Figure 1. The metal 1 layer (run 1).
The bar under the picture is 20 um long. Cells faint in the background.
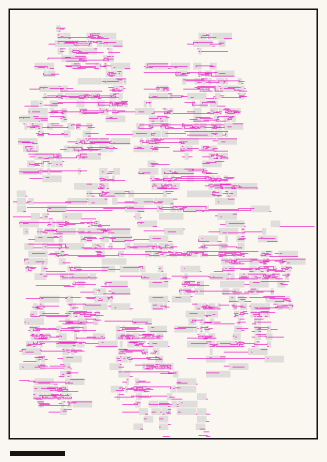
Figure 2. Met2 routing (run 1).
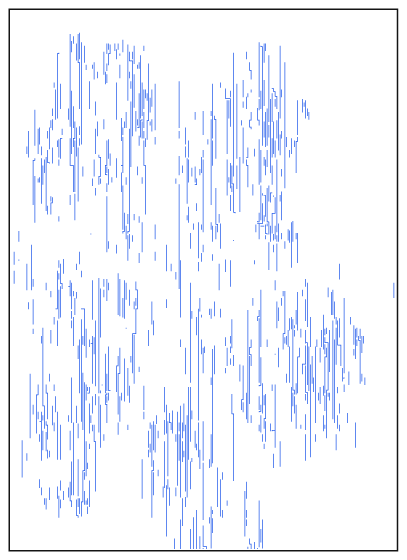
Figure 3. Metal 3 (run 1).
The bar under the picture is 20 um long.
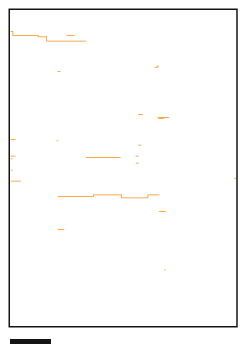
[config.mk]
export PLATFORM = sky130hd
export DESIGN_NAME = menu_input
export DESIGN_NICKNAME = d
export VERILOG_FILES = /design/src/rtl/menu_input_pkg.sv /design/src/rtl/menu_input_btn_debounce.sv /design/src/rtl/menu_input.sv
export SDC_FILE = /design/constraint.sdc
export NUM_CORES = 1
export LEC_CHECK = 0
export CAP_MARGIN = 20
export CORE_AREA = 2 2 109 153
export CTS_CLUSTER_DIAMETER = 40
export DETAILED_ROUTE_END_ITERATION = 6
export DIE_AREA = 0 0 111 155
export PLACE_DENSITY = 0.43
export SLEW_MARGIN = 25
export SYNTH_ARGS = -nofsm -noshare
export SYNTH_HDL_FRONTEND = slang
export SYNTH_SLANG_ARGS = --single-unit
export TNS_END_PERCENT = 50
[constraint.sdc]
create_clock -name clk -period 2 [get_ports clk]
set_input_delay 0.2 -clock clk [delete_from_list [all_inputs] [get_ports clk]]
set_output_delay 0.2 -clock clk [all_outputs]
set_load 0.01 [all_outputs]
[src/rtl/menu_input_pkg.sv]
// menu_pkg: shared encodings for the menu front end and the screen/level state machine.
// Contents: 4-bit screen state type, screen codes (SM/LS/GO), level codes L1..L8,
// and the default number of selectable levels.
package menu_pkg;

  typedef logic [3:0] state_t;

  // Screen encodings
  localparam state_t SM = 4'b1111;
  localparam state_t LS = 4'b0001;
  localparam state_t GO = 4'b0010;

  // Level encodings used by the state machine
  localparam state_t L1 = 4'b0011;
  localparam state_t L2 = 4'b0100;
  localparam state_t L3 = 4'b0101;
  localparam state_t L4 = 4'b0110;
  localparam state_t L5 = 4'b0111;
  localparam state_t L6 = 4'b1000;
  localparam state_t L7 = 4'b1001;
  localparam state_t L8 = 4'b1010;

  localparam int NUM_LEVELS_DEF = 8;

endpackage

[src/rtl/menu_input_btn_debounce.sv]
// btn_debounce: conditions one raw push-button into a debounced level and a one-cycle press pulse.
// Ports: clk, rst (sync, active high), raw (async button) -> level (debounced value),
//        press (one-cycle pulse on an accepted 0->1 change, DEBOUNCE_CYCLES+3 cycles after raw is first sampled high).
module btn_debounce #(
  parameter int DEBOUNCE_CYCLES = 1000000
) (
  input  logic clk,
  input  logic rst,
  input  logic raw,
  output logic level,
  output logic press
);

  localparam int CW = (DEBOUNCE_CYCLES > 1) ? $clog2(DEBOUNCE_CYCLES) : 1;

  logic          sync1;
  logic          sync2;
  logic          deb;
  logic          deb_q;
  logic [CW-1:0] cnt;

  always_ff @(posedge clk) begin
    if (rst) begin
      sync1 <= 1'b0;
      sync2 <= 1'b0;
      deb   <= 1'b0;
      deb_q <= 1'b0;
      press <= 1'b0;
      cnt   <= '0;
    end else begin
      sync1 <= raw;
      sync2 <= sync1;
      deb_q <= deb;
      // Registered rising edge of the debounced value; releases never pulse.
      press <= deb & ~deb_q;
      // The counter only runs while the synced input disagrees with the
      // accepted value, so any bounce back resets the stability window.
      if (sync2 == deb) begin
        cnt <= '0;
      end else if (cnt == CW'(DEBOUNCE_CYCLES - 1)) begin
        deb <= sync2;
        cnt <= '0;
      end else begin
        cnt <= cnt + 1'b1;
      end
    end
  end

  assign level = deb;

endmodule

[src/rtl/menu_input.sv]
// menu_input: turns four raw buttons into cursor motion, a level request and a start request.
// Ports: clk, rst (sync, active high), btn_up/btn_down/btn_sel/btn_start (raw async buttons),
//        cur_state (screen state) -> level_out (one-cycle level 1..NUM_LEVELS, else 0),
//        start_pulse (one-cycle start/continue), cursor (highlighted level 1..NUM_LEVELS).
// Optional: define MENU_INPUT_AUTOREPEAT_EN for hold-to-repeat on up/down while in LS.
module menu_input
  import menu_pkg::*;
#(
  parameter int DEBOUNCE_CYCLES = 1000000,
  parameter int NUM_LEVELS      = NUM_LEVELS_DEF,
  parameter int HOLD_CYCLES     = 50000000,
  parameter int REPEAT_CYCLES   = 15000000
) (
  input  logic       clk,
  input  logic       rst,
  input  logic       btn_up,
  input  logic       btn_down,
  input  logic       btn_sel,
  input  logic       btn_start,
  input  logic [3:0] cur_state,
  output logic [3:0] level_out,
  output logic       start_pulse,
  output logic [3:0] cursor
);

  localparam logic [3:0] NL = 4'(NUM_LEVELS);

  logic up_press;
  logic dn_press;
  logic sel_press;
  logic start_press;
  logic up_lvl;
  logic dn_lvl;
  logic in_ls;
  logic up_ev;
  logic dn_ev;

  assign in_ls = (cur_state == LS);

  btn_debounce #(.DEBOUNCE_CYCLES(DEBOUNCE_CYCLES)) u_db_up (
    .clk(clk), .rst(rst), .raw(btn_up), .level(up_lvl), .press(up_press)
  );
  btn_debounce #(.DEBOUNCE_CYCLES(DEBOUNCE_CYCLES)) u_db_down (
    .clk(clk), .rst(rst), .raw(btn_down), .level(dn_lvl), .press(dn_press)
  );
  btn_debounce #(.DEBOUNCE_CYCLES(DEBOUNCE_CYCLES)) u_db_sel (
    .clk(clk), .rst(rst), .raw(btn_sel), .level(), .press(sel_press)
  );
  btn_debounce #(.DEBOUNCE_CYCLES(DEBOUNCE_CYCLES)) u_db_start (
    .clk(clk), .rst(rst), .raw(btn_start), .level(), .press(start_press)
  );

`ifdef MENU_INPUT_AUTOREPEAT_EN
  // Index 0 = up, 1 = down.
  logic [1:0]  hold_lvl;
  logic [1:0]  first_pr;
  logic [1:0]  rpt_phase;
  logic [1:0]  rpt_fire;
  logic [31:0] rpt_cnt [2];

  assign hold_lvl = {dn_lvl, up_lvl};
  assign first_pr = {dn_press, up_press};

  // Counter reads 0 in the cycle after the physical press, so matching
  // HOLD_CYCLES-1 fires exactly HOLD_CYCLES cycles after it; afterwards the
  // period switches to REPEAT_CYCLES.
  always_comb begin
    rpt_fire = 2'b00;
    for (int i = 0; i < 2; i++) begin
      if (hold_lvl[i] && in_ls && !first_pr[i]) begin
        if (rpt_phase[i])
          rpt_fire[i] = (rpt_cnt[i] == 32'(REPEAT_CYCLES - 1));
        else
          rpt_fire[i] = (rpt_cnt[i] == 32'(HOLD_CYCLES - 1));
      end
    end
  end

  always_ff @(posedge clk) begin
    for (int i = 0; i < 2; i++) begin
      if (rst || !hold_lvl[i] || !in_ls || first_pr[i]) begin
        rpt_cnt[i]   <= '0;
        rpt_phase[i] <= 1'b0;
      end else if (rpt_fire[i]) begin
        rpt_cnt[i]   <= '0;
        rpt_phase[i] <= 1'b1;
      end else begin
        rpt_cnt[i]   <= rpt_cnt[i] + 32'd1;
      end
    end
  end

  assign up_ev = up_press | rpt_fire[0];
  assign dn_ev = dn_press | rpt_fire[1];
`else
  assign up_ev = up_press;
  assign dn_ev = dn_press;

  // HOLD_CYCLES/REPEAT_CYCLES only shape the autorepeat build; this empty
  // block just keeps them referenced.
  if (HOLD_CYCLES < 1 || REPEAT_CYCLES < 1) begin : g_rpt_cfg_unused
  end

  logic unused_lvls;
  assign unused_lvls = up_lvl ^ dn_lvl;
`endif

  always_ff @(posedge clk) begin
    if (rst) begin
      cursor      <= 4'd1;
      level_out   <= 4'd0;
      start_pulse <= 1'b0;
    end else begin
      start_pulse <= start_press;
      // Samples the pre-move cursor, so sel together with up/down reports
      // the level highlighted before the step.
      level_out   <= (sel_press && in_ls) ? cursor : 4'd0;
      if (in_ls) begin
        // Simultaneous up and down cancel out.
        if (up_ev && !dn_ev)
          cursor <= (cursor >= NL) ? 4'd1 : cursor + 4'd1;
        else if (dn_ev && !up_ev)
          cursor <= (cursor <= 4'd1) ? NL : cursor - 4'd1;
      end
    end
  end

endmodule
==> run_results.csv, run 1 <==
group,metric,value,unit
outcome,status,"finished, final reports clean",
synth,synth_area,0.004632,sq mm
worst_hold_path,hold_end,"u_db_sel.press",
critical_path,worst_path_most_repeated_cell,"or4_1",
synth,edf_count,0,
synth,postSynthSeqShare,47.11,%
routing,ant_nets,0,
synth,ys_cells,521,
cts,numCtsBuffers,9,
cts,cts.path.max_buffers,2,
timing,finalClockPeriodUsage,95.79,%
critical_path,crit_start,"u_db_down.cnt[0]",
finish,clockNetworkAreaShare,5.062,%
finish,layout-drive-gt1-share,9.649,%
critical_path,max_stage_delay,0.63,ns
placement,io_buffers,18,
cts,htree_num_levels,3,
critical_path,arrival,2.20,ns
timing,finalSetupTns,0,ns
synth,ys_sh_simple,28.63,%
floorplanning,fp.dieH,155,um
finish,stdcell_count,769,
cts,cts-root-buf,"clkbuf_16",
synth,async_flop_share,0,%
routing,drc_errors,0,
timing,clock.fmax,522.0,MHz
critical_path,crit_path_end_kind,"flop",
synth,synth_chip_area,0.004632,sq mm
pwr,p_per_area,712.4,mW/mm^2
finish,inv_count,23,
finish,largestClassByArea,"logic gates",
cts,cts_resized,0,
critical_path,criticalPathCategory,"reg2reg",
finish,area_growth,18.99,%
timing,relSlewSlack,73.68,%
critical_path,regToRegStartpoint,"u_db_down.cnt[0]",
synth,synth.avg_cell_area,8.890,sq um
critical_path,r2r-end,"u_db_down.cnt[18]",
synth,top_logic_kind,"simple AND/OR/NAND/NOR gates",
global_route,overflow,0,
routing,wl_per_cell,11.91,um
floorplanning,core,0.01590,sq mm
critical_path,path_cells,"ha_1, nand2_1, or4_1, or4_1, a21oi_1",
timing,hold_ws,0.3815,ns
critical_path,crit_path_start_kind,"flop",
floorplanning,fp_util,29.14,%
synth,yosysTopAreaCell,"dfxtp_1",
finish,clkbuf_count,11,
placement,dp.cells,753,
synth,yosys_register_bits,109,
pwr,power.leakage,1.721,nW
timing,drv_slew,0,
synth,synthCells,521,
floorplanning,fp-row-count,55,
cts,cts_hold_buf,0,
run,cap_viol_max_count,0,
timing,clock_skew,0.006961,ns
finish,nMultiInputCombCells,373,
worst_hold_path,hold_depth,1,
finish,utilization,34.67,%
timing,setup_slack,0.08423,ns
cts,post_cts_buffers,0,
global_route,track_usage,11.34,%
## Picture notes: Figure 1
The layer holds 46% of the routed length. 544 nets have wire on it. The longest straight run is 36.3 um. The layer carries 4240 um of wire.

## Picture notes: Figure 2
The layer carries 4560 um of wire. The layer holds 50% of the routed length. The longest straight run is 36.0 um.

## Picture notes: Figure 3
12 nets have wire on it. The wires run mostly horizontal. The longest straight run is 19.3 um.

[run 1: power breakdown]
part           total (mW)  internal [mW]  switching, mW
Clock                1.68          0.880          0.802
Combinational      0.0604         0.0314         0.0291
Sequential           2.18           2.18        0.00551
Total                3.93           3.09          0.837
[run 1: flip-flops by register name, summed over array words and instances, names as in the netlist, 4 cells and up]
register	cells
cursor	4
u_db_up.cnt	20
level_out	4
u_db_start.cnt	20
u_db_down.cnt	20
u_db_sel.cnt	20
[run 1: layer usage]
| metal | part of all wire (%) | vias to the layer above | track usage, % |
|---|---|---|---|
| met5 | 0 | - | 0 |
| met4 | 2.3 | 0 | 6.071 |
| met3 | 1.6 | 15 | 1.909 |
| met2 | 50 | 25 | 20.16 |
| met1 | 46 | 1722 | 12.98 |
| li1 | - | 1923 | - |
==> inputs of run 2 (changes only) <==
Settings changed: GPL_TIMING_DRIVEN set to 1.
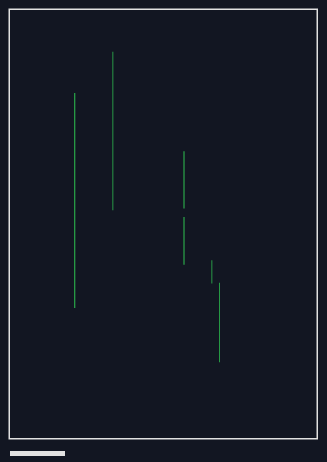
Figure 4: run 2, M4 wires.
The bar under the picture is 20 um long.
The wires run mostly vertical. 2 nets have wire on it. The layer holds 2.3% of the routed length. The longest straight run is 77.5 um.

==> run_results.csv, run 2 <==
group,metric,value,unit
outcome,status,"finished, final reports clean",
timing,finalSetupTns,0,ns
finish,nMultiInputCombCells,373,
critical_path,criticalPathCategory,"reg2reg",
synth,synth_area,0.004632,sq mm
finish,stdcell_count,769,
timing,drv_slew,0,
pwr,pwr-share-seq,55.6,%
pwr,pg_seq,2.18,mW
finish,inv_count,23,
routing,wl_per_cell,11.91,um
cts,cts-root-buf,"clkbuf_16",
floorplanning,fp_util,29.14,%
pwr,power.leakage,1.721,nW
critical_path,regToRegStartpoint,"u_db_down.cnt[0]",
synth,top_cell_area_share,47.11,%
pwr,p_clk_share,42.8,%
cts,cts_resized,0,
routing,ant_nets,0,
synth,top_logic_kind,"simple AND/OR/NAND/NOR gates",
worst_hold_path,hold_end,"u_db_sel.press",
global_route,busiest_layer,"met2",
cts,numCtsBuffers,9,
placement,io_buffers,18,
synth,synth_chip_area,0.004632,sq mm
timing,clock.fmax,522.0,MHz
critical_path,arrival,2.20,ns
cts,htree_num_levels,3,
global_route,overflow,0,
finish,utilization,34.67,%
synth,ys_cells,521,
pwr,combinationalPower,60.4,uW
timing,hold_ws,0.3815,ns
timing,clock_skew,0.006961,ns
global_route,grt.met1_usage,12.98,%
pwr,combPwrFrac,1.5,%
floorplanning,fp-row-count,55,
timing,setup_slack,0.08423,ns
routing,met3WireLength,149,um
synth,async_flop_share,0,%
timing,relSlewSlack,73.68,%
routing,drc_errors,0,
routing,m1WireLength,4.239,mm
synth,synthCells,521,
synth,yosysTopAreaCell,"dfxtp_1",
global_route,grt_util_met3,1.909,%
pwr,p_clk,1.68,mW
placement,dp.cells,753,
cts,cts_hold_buf,0,
finish,final_common_cell,"dfxtp_1",
worst_hold_path,hold_depth,1,
finish,area_growth,18.99,%
routing,wl_met2,4.560,mm
pwr,switchingPower,837.0,uW
finish,clkbuf_count,11,
critical_path,crit_path_end_kind,"flop",
floorplanning,fp.dieH,155,um
cts,cts.path.max_buffers,2,
global_route,use_met2,20.16,%
routing,top_layer,"met4",
pwr,p_int,3.090,mW
pwr,p_per_area,712.4,mW/mm^2
floorplanning,core,0.01590,sq mm
timing,finalClockPeriodUsage,95.79,%
critical_path,path_max_fanout,7,
pwr,power-top-group,"sequential cells",
cts,post_cts_buffers,0,
critical_path,r2r-end,"u_db_down.cnt[18]",
finish,clockNetworkAreaShare,5.062,%
finish,layout-drive-gt1-share,9.649,%
synth,ys_sh_simple,28.63,%
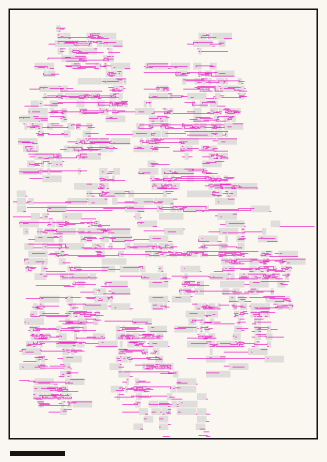
Figure 5: run 2, the metal 1 layer.
The bar under the picture is 20 um long. Cells faint in the background.
The layer carries 4240 um of wire. 544 nets have wire on it. The wires run mostly horizontal.

run 2: worst max path at each step:
stage	start	end	slack, ns	cells past startpoint
after floorplan	u_db_down.cnt[0]	u_db_down.cnt[18]	0.1	6
after global placement	cur_state[1]	cursor[2]	0.02	6
after detailed placement	cur_state[1]	cursor[2]	-0.03	6
after CTS	u_db_down.cnt[8]	u_db_down.cnt[19]	0.07	4
after global routing	u_db_down.cnt[0]	u_db_down.cnt[18]	-0.05	5
final	u_db_down.cnt[0]	u_db_down.cnt[18]	0.08	5
run 2: critical path: stages (launching register included):
cell and delay [ns]:
dfxtp_1 0.39, ha_1 0.19, nand2_1 0.07, or4_1 0.63, or4_1 0.44, a21oi_1 0.14
Figure 6. Metal 3 (run 2).
The bar under the picture is 20 um long.
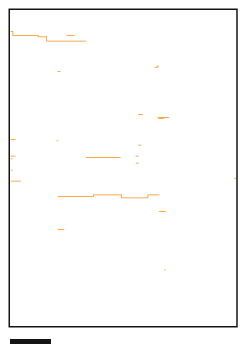

==> inputs of run 3 (changes only) <==
Settings changed: CORE_AREA 2 2 109 153 to 2 2 85 119, DIE_AREA 0 0 111 155 to 0 0 87 121, GPL_ROUTABILITY_DRIVEN set to 0, PLACE_DENSITY 0.43 to 0.66.
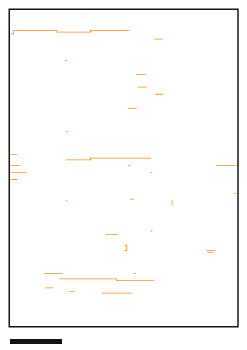
Figure 7: run 3, metal 3.
The bar under the picture is 20 um long.
The layer holds 2.3% of the routed length. The longest straight run is 23.0 um.

==> run_results.csv, run 3 <==
group,metric,value,unit
outcome,status,"finished, final reports clean",
timing,min_period,1.892,ns
critical_path,slowest_stage,"or4_1",
global_route,track_usage,17.66,%
synth,top_cell_area_share,47.11,%
routing,routed_wl,8.710,mm
synth,edf_count,0,
pwr,pwr-share-seq,52.9,%
routing,wl_per_cell,12.87,um
critical_path,crit_start,"u_db_down.cnt[1]",
global_route,busiest_layer,"met2",
cts,post_cts_buffers,0,
timing,hold_viol,0,
timing,clock_skew,0.007531,ns
finish,layout_top_cells,"109 x dfxtp_1, 57 x nor2_1, 33 x a21oi_1, 32 x nand3_1, 28 x buf_4",
timing,finalClockPeriodUsage,94.61,%
timing,setup-violations-final,0,
critical_path,r2r-end,"u_db_down.cnt[18]",
cts,cts_hold_buf,0,
floorplanning,core,0.009407,sq mm
synth,top_cells_by_count,"109 x dfxtp_1, 57 x nor2_1, 33 x a21oi_1",
global_route,antenna_found_initial,0,
cts,path_clk_slew,0.07,ns
finish,layout-drive-gt1-share,9.347,%
synth,ys_types,45,
synth,yosysTopAreaCell,"dfxtp_1",
pwr,power-top-group,"sequential cells",
synth,yosys_register_bits,109,
synth,ys_warn_count,0,
synth,syn_nets,539,
critical_path,arrival,2.18,ns
timing,rsz0062_at_grt,"no",
synth,async_flop_share,0,%
cts,cts_sinks,109,
synth,ys_sh_simple,28.63,%
global_route,use_met2,31.39,%
worst_hold_path,hold_depth,1,
synth,xor_share,9.265,%
placement,io_buffers,18,
pwr,pg_seq,2.18,mW
finish,fillerInstances,831,
worst_hold_path,hold_start,"u_db_start.deb_q",
pwr,p_clk_share,45.7,%
routing,post_drt_via_cell_ratio,5.511,
synth,synth_chip_area,0.004632,sq mm
placement,hpwlAfterDp,6.128,mm
synth,synthCells,521,
pwr,p_total,4.130,mW
pwr,combinationalPower,61.4,uW
synth,ys_top_cells_by_area,"dfxtp_1 47%, xor2_1 4.7%, nor2_1 4.6%",
cts,cts_tree,"yes",
pwr,swShare,19.88,%
critical_path,crit_path_start_kind,"flop",
global_route,grt_first_pass_wirelength,15.08,mm
critical_path,max_stage_delay,0.63,ns
synth,synth.avg_cell_area,8.890,sq um
cts,cts.path.max_buffers,2,
synth,synthAoiAreaFrac,9.562,%
routing,ant_nets,0,
cts,numCtsBuffers,9,
synth,top_logic_kind,"simple AND/OR/NAND/NOR gates",
synth,ys_sh_mux,0,%
critical_path,r2r_slack,0.11,ns
finish,nets,580,
routing,met3WireLength,195,um
finish,area_growth,16.96,%
global_route,grt_max_degree,21,
run,cap_viol_max_count,0,
floorplanning,fp.dieW,87,um
critical_path,crit_buf_inv,0,
routing,wl_met2,4.456,mm
global_route,grt.met1_usage,19.67,%
floorplanning,fp-row-count,42,
synth,yosysMostFrequentCell,"dfxtp_1",
critical_path,regToRegStartpoint,"u_db_down.cnt[1]",
timing,worst_pin_slew,0.3953,ns
synth,synth_area,0.004632,sq mm
synth,postSynthSeqShare,47.11,%
floorplanning,fp_util,49.24,%
pwr,p_clk,1.89,mW
pwr,power.leakage,1.730,nW
pwr,switchingPower,821.2,uW
critical_path,crit_family,"simple AND/OR/NAND/NOR gates",
timing,drv_slew,0,
critical_path,cp_num_cells,5,
synth,fa_ha_area_share,2.161,%
run,warning_count,28,
worst_hold_path,hold_end,"u_db_start.press",
cts,cts-root-buf,"clkbuf_16",
routing,drc_errors,0,
critical_path,crit_path_end_kind,"flop",
synth,ff_type,"dfxtp_1",
routing,drt-pass1-iter-count,4,
cts,cts_resized,0,
critical_path,path_cells,"ha_1, nand2_1, or4_1, or4_1, a21oi_1",
critical_path,path_max_fanout,7,
floorplanning,die-area,0.01053,sq mm
routing,drt_iter0_drc,123,
pwr,p_per_area,762.3,mW/mm^2
routing,dr_total_vias,3731,
finish,utilization,57.60,%
critical_path,worst_path_most_repeated_cell,"or4_1",
worst_hold_path,hp-class,"reg2reg",
critical_path,criticalPathCategory,"reg2reg",
critical_path,worstPathRequired,2.28,ns
pwr,ir_drop,0.0004242,V
floorplanning,fp.dieH,121,um
timing,finalSetupTns,0,ns
critical_path,critPathCapture,"u_db_down.cnt[18]",
cts,clock_latency,0.35,ns
global_route,overflow,0,
synth,ys_cells,521,
global_route,grt_pass1_vias,3583,
pwr,combPwrFrac,1.5,%
timing,clock.fmax,528.5,MHz
floorplanning,num_io_pins,19,
finish,diodes,0,
critical_path,reg2reg_depth,5,
global_route,grt_util_met3,3.197,%
timing,relSlewSlack,73.27,%
pwr,p_int,3.309,mW
routing,m1WireLength,3.824,mm
cts,htree_num_levels,3,
routing,top_layer,"met4",
finish,final_common_cell,"dfxtp_1",
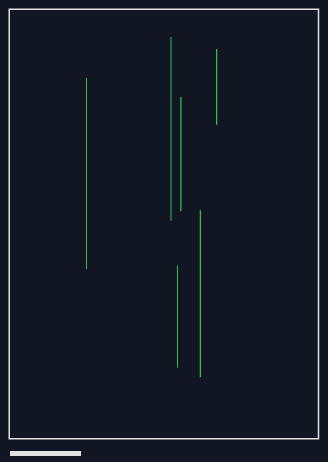
Figure 8: run 3, M4 wires.
The bar under the picture is 20 um long.
The layer holds 2.7% of the routed length. 4 nets have wire on it.

[run 3: cell counts after synthesis]
No cell type changed its count.
[run 3: per-stage QoR]
step | std cells | setup slack, ns | cell area (sq um) | hold WS (ns)
finish | 677 | 0.1078 | 5418 | 0.3836
global route | 677 | 0.004405 | 5418 | 0.3883
CTS | 677 | 0.03144 | 5410 | 0.3807
detailed placement | 661 | -0.008610 | 5095 | 0.3722
global placement | 661 | 0.05140 | 5095 | 0.3718
floorplan | 521 | 0.09805 | 4632 | 0.3282
[run 3: final cells by class]
type	instances	area (sq um)	share of cell area, %
clock buffer	10	229.0	4.226
clock inverter	6	86.33	1.594
inverter	23	86.33	1.594
multi-input combinational	373	2306	42.56
sequential	109	2182	40.28
tap	110	137.6	2.540
timing repair buffer	46	390.4	7.206
No activity file was given, so power comes from the tool's default toggle rates.
